$ cat src/rtl/maj_vote_seq.sv
// Bit-serial majority-vote sequencer: steps three redundant words LSB first through an
// external 3-input voter. Optional fault counters are enabled by MAJ_VOTE_ERRCNT_EN.
`timescale 1ns/1ps

module maj_vote_seq #(
    parameter int W     = 8,
    parameter int CNT_W = 8
) (
    input  logic             clk,
    input  logic             rst_n,
    input  logic             start,
    input  logic [W-1:0]     a,
    input  logic [W-1:0]     b,
    input  logic [W-1:0]     c,
    output logic [2:0]       vote_i,
    input  logic             vote_o,
    output logic             busy,
    output logic             done,
    output logic [W-1:0]     result,
    output logic [2:0]       disagree,
    input  logic             err_clr,
    output logic [CNT_W-1:0] err_cnt_a,
    output logic [CNT_W-1:0] err_cnt_b,
    output logic [CNT_W-1:0] err_cnt_c
);

    localparam int IDX_W = (W > 1) ? $clog2(W) : 1;
    localparam logic [IDX_W-1:0] IDX_LAST = IDX_W'(W - 1);

    typedef enum logic [1:0] {
        IDLE = 2'd0,
        VOTE = 2'd1,
        DONE = 2'd2
    } state_t;

    state_t           state_reg;
    logic [IDX_W-1:0] idx_reg;
    logic [W-1:0]     a_reg;
    logic [W-1:0]     b_reg;
    logic [W-1:0]     c_reg;
    logic [W-1:0]     res_sh_reg;
    logic [2:0]       acc_reg;
    logic             busy_reg;
    logic             done_reg;
    logic [W-1:0]     result_reg;
    logic [2:0]       disagree_reg;

    logic [2:0]       bit_now;
    logic [2:0]       mis_now;
    logic [W-1:0]     res_next;

    // Current bit of each captured channel, its mismatch against the voter,
    // and the result word with the current voted bit merged in.
    always_comb begin
        bit_now           = {c_reg[idx_reg], b_reg[idx_reg], a_reg[idx_reg]};
        mis_now           = bit_now ^ {3{vote_o}};
        res_next          = res_sh_reg;
        res_next[idx_reg] = vote_o;
    end

    assign vote_i   = (state_reg == VOTE) ? bit_now : 3'b000;
    assign busy     = busy_reg;
    assign done     = done_reg;
    assign result   = result_reg;
    assign disagree = disagree_reg;

    always_ff @(posedge clk or negedge rst_n) begin
        if (!rst_n) begin
            state_reg    <= IDLE;
            idx_reg      <= '0;
            a_reg        <= '0;
            b_reg        <= '0;
            c_reg        <= '0;
            res_sh_reg   <= '0;
            acc_reg      <= 3'b000;
            busy_reg     <= 1'b0;
            done_reg     <= 1'b0;
            result_reg   <= '0;
            disagree_reg <= 3'b000;
        end else begin
            case (state_reg)
                IDLE: begin
                    if (start) begin
                        a_reg     <= a;
                        b_reg     <= b;
                        c_reg     <= c;
                        idx_reg   <= '0;
                        acc_reg   <= 3'b000;
                        busy_reg  <= 1'b1;
                        state_reg <= VOTE;
                    end
                end
                VOTE: begin
                    res_sh_reg <= res_next;
                    acc_reg    <= acc_reg | mis_now;
                    // Last bit: publish directly from the merged values so the
                    // outputs are valid in the same cycle done rises.
                    if (idx_reg == IDX_LAST) begin
                        result_reg   <= res_next;
                        disagree_reg <= acc_reg | mis_now;
                        done_reg     <= 1'b1;
                        state_reg    <= DONE;
                    end else begin
                        idx_reg <= idx_reg + IDX_W'(1);
                    end
                end
                DONE: begin
                    done_reg  <= 1'b0;
                    busy_reg  <= 1'b0;
                    state_reg <= IDLE;
                end
                default: begin
                    done_reg  <= 1'b0;
                    busy_reg  <= 1'b0;
                    state_reg <= IDLE;
                end
            endcase
        end
    end

`ifdef MAJ_VOTE_ERRCNT_EN
    localparam logic [CNT_W-1:0] CNT_MAX = '1;

    // One saturating counter per channel; clear has priority over increment.
    for (genvar gi = 0; gi < 3; gi++) begin : g_cnt
        logic [CNT_W-1:0] cnt_reg;
        always_ff @(posedge clk or negedge rst_n) begin
            if (!rst_n) begin
                cnt_reg <= '0;
            end else if (err_clr) begin
                cnt_reg <= '0;
            end else if (done_reg && disagree_reg[gi] && (cnt_reg != CNT_MAX)) begin
                cnt_reg <= cnt_reg + CNT_W'(1);
            end
        end
    end

    assign err_cnt_a = g_cnt[0].cnt_reg;
    assign err_cnt_b = g_cnt[1].cnt_reg;
    assign err_cnt_c = g_cnt[2].cnt_reg;
`else
    logic unused_err_clr;
    assign unused_err_clr = err_clr;
    assign err_cnt_a      = '0;
    assign err_cnt_b      = '0;
    assign err_cnt_c      = '0;
`endif

endmodule

$ cat config.mk
export PLATFORM = sky130hd
export DESIGN_NAME = maj_vote_seq
export DESIGN_NICKNAME = d
export VERILOG_FILES = /design/src/rtl/maj_vote_seq.sv
export SDC_FILE = /design/constraint.sdc
export NUM_CORES = 1
export LEC_CHECK = 0
export CAP_MARGIN = 40
export CORE_AREA = 2 2 76 78
export CTS_BUF_LIST = sky130_fd_sc_hd__clkbuf_8
export DETAILED_ROUTE_END_ITERATION = 10
export DIE_AREA = 0 0 78 80
export PLACE_DENSITY_LB_ADDON = 0.15
export SETUP_SLACK_MARGIN = 0.2
export SLEW_MARGIN = 15
export SYNTH_ARGS = -nofsm -noshare
export SYNTH_HDL_FRONTEND = slang
export SYNTH_SLANG_ARGS = --single-unit
export TNS_END_PERCENT = 10
$ cat constraint.sdc
create_clock -name clk -period 2 [get_ports clk]
set_input_delay 0.4 -clock clk [delete_from_list [all_inputs] [get_ports clk]]
set_output_delay 0.4 -clock clk [all_outputs]
set_load 0.03 [all_outputs]
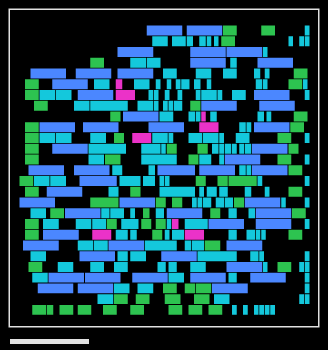
Figure 1: placed cells, one color a class.
Scale bar: 20 um.
| color | class | cells | share of their area |
|---|---|---|---|
| cyan | all other logic | 166 | 37% |
| green | other buffers and delay cells | 67 | 20% |
| magenta | clock drivers and dummy loads | 8 | 2.5% |
| blue | flip-flops | 53 | 41% |
Core Util, Final: 0.6215
Seq/total area: 0.3955

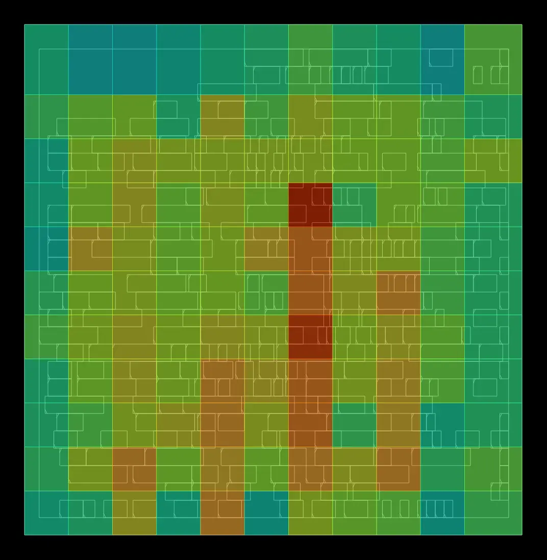
Figure 2: congestion heat map.
GRT Total Usage: 0.1595
wire length per cell: 12.37 um

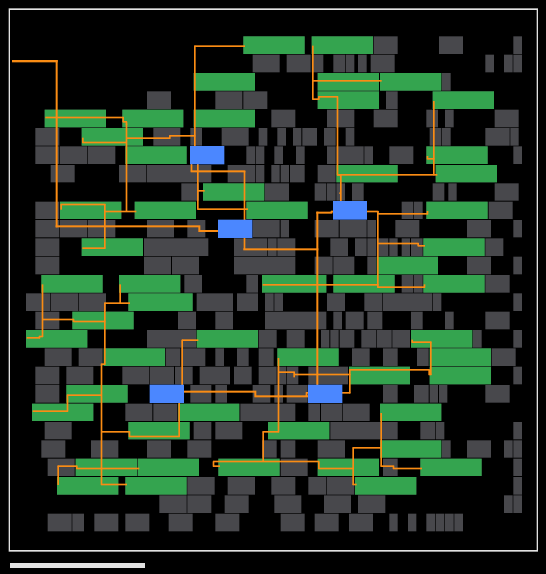
Figure 3: clock wires, drivers and flops.
Scale bar: 20 um.
[orange] clock wires | length: 592 um
[green] flip-flops | count: 53
[blue] cells driving clock nets | count: 5
flops lie: all over the die
Clk pwr share: 0.100
clock skew: 0.005230 ns
worst-skew pair later-pin latency: 0.30 ns
Clock group: 0.000569 W

==> ci_impl_report.md <==
### Flow metrics

| Metric | Value |
|---|---|
| Outcome | finished, violations left |
| Failing checks | negative setup slack |
| CP Capture Type | primary output |
| Synth area leaders | dfrtp_1, mux2_2, buf_4, mux2i_1, nand2_1 |
| Crit path launch type | flop |
| Met1 Wirelength | 2261 um |
| Final setup TNS | -0.5886 ns |
| Comb power | 0.00320 W |
| CP top delay family | multiplexers |
| Critical-path cell with the highest stage delay | mux4_2 |
| Crit path DRT | between 1.5 and 2 ns |
| Layout clock buffers | 5 |
| Synth logic family | multiplexers |
| Drt via density | 4.738 |
| Final setup vio count | 3 |
| Largest net degree at the start of global routing | 32 |
| H-tree lvl count | 2 |
| Switch share | 0.3775 |
| WL met3 | 200 um |
| Grt total ovfl | 0 |
| R2r startpoint | idx_reg[1] |
| Fill count | 462 |
| FP Rows | 27 |
| Largest stage delay on the critical path | about 0.48 ns |
| Worst vdd rail ir drop | 784.5 uV |
| Syn Std Cell Area | about 2600 um2 |
| ClkCell Share | 0.02458 |
| Distinct cells, synth | 31 |
| Register area | ~1300 um2 |
| DRC viols | 0 |
| Buffers on Ports | 43 |
| Top Consumer | combinational cells |
| Final instance area | 3359 um2 |
| Tool warnings | 30 |
| DP Cell Count | ~350 |
| Seq share, synth | 0.5074 |
| # hold bufs at CTS | 0 |
| MUX share of area | 0.2245 |
| Yosys simple share | 0.09382 |
| Setup WS post-layout | -0.2721 ns |
| Reg power frac | 0.335 |
| Die X | 78 um |
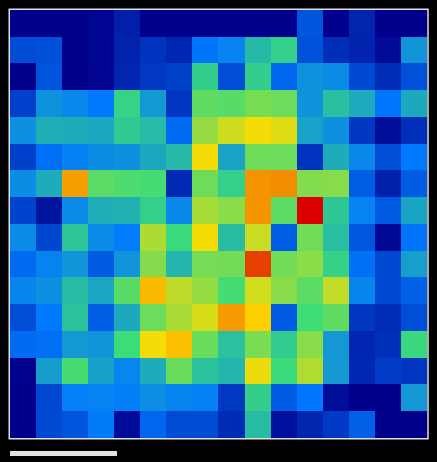
Figure 4: signal metal coverage by tile.
Scale bar: 20 um. The die is cut into 16 by 16 equal tiles; dark blue is low, red is high, scaled to the fullest tile. Values are wire area over tile area, all layers added.
tiles over half the peak: 24%
mean over tiles: 0.11
densest ninth of the die: middle
nearly empty tiles: 10%
Post-Route WL: 4529 um
vias: 1734

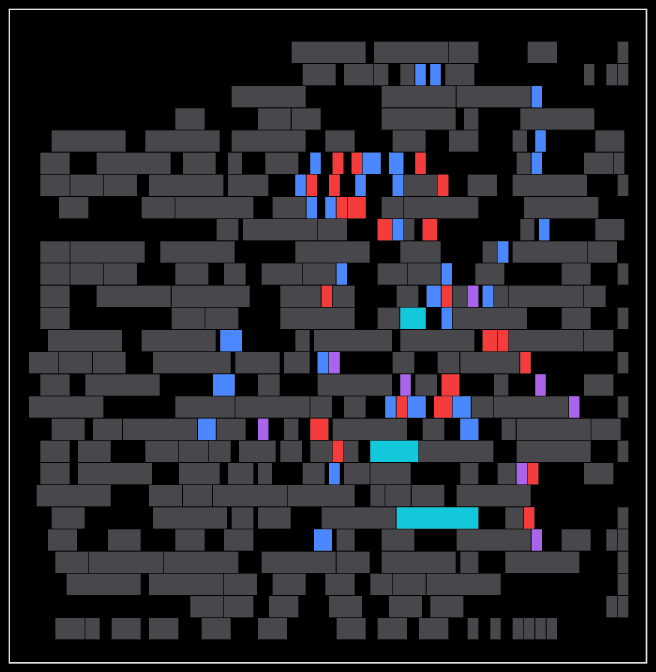
Figure 5: logic cells by family.
| color | family | cells |
|---|---|---|
| cyan | XOR/XNOR gates | 3 |
| red | NOR gates | 22 |
| purple | inverters | 8 |
| blue | NAND gates | 31 |
final non-filler cell total: 366
Comb area share: 0.3538
Commonest Layout Cell: dfrtp_1

No activity file was given, so power comes from the tool's default toggle rates.
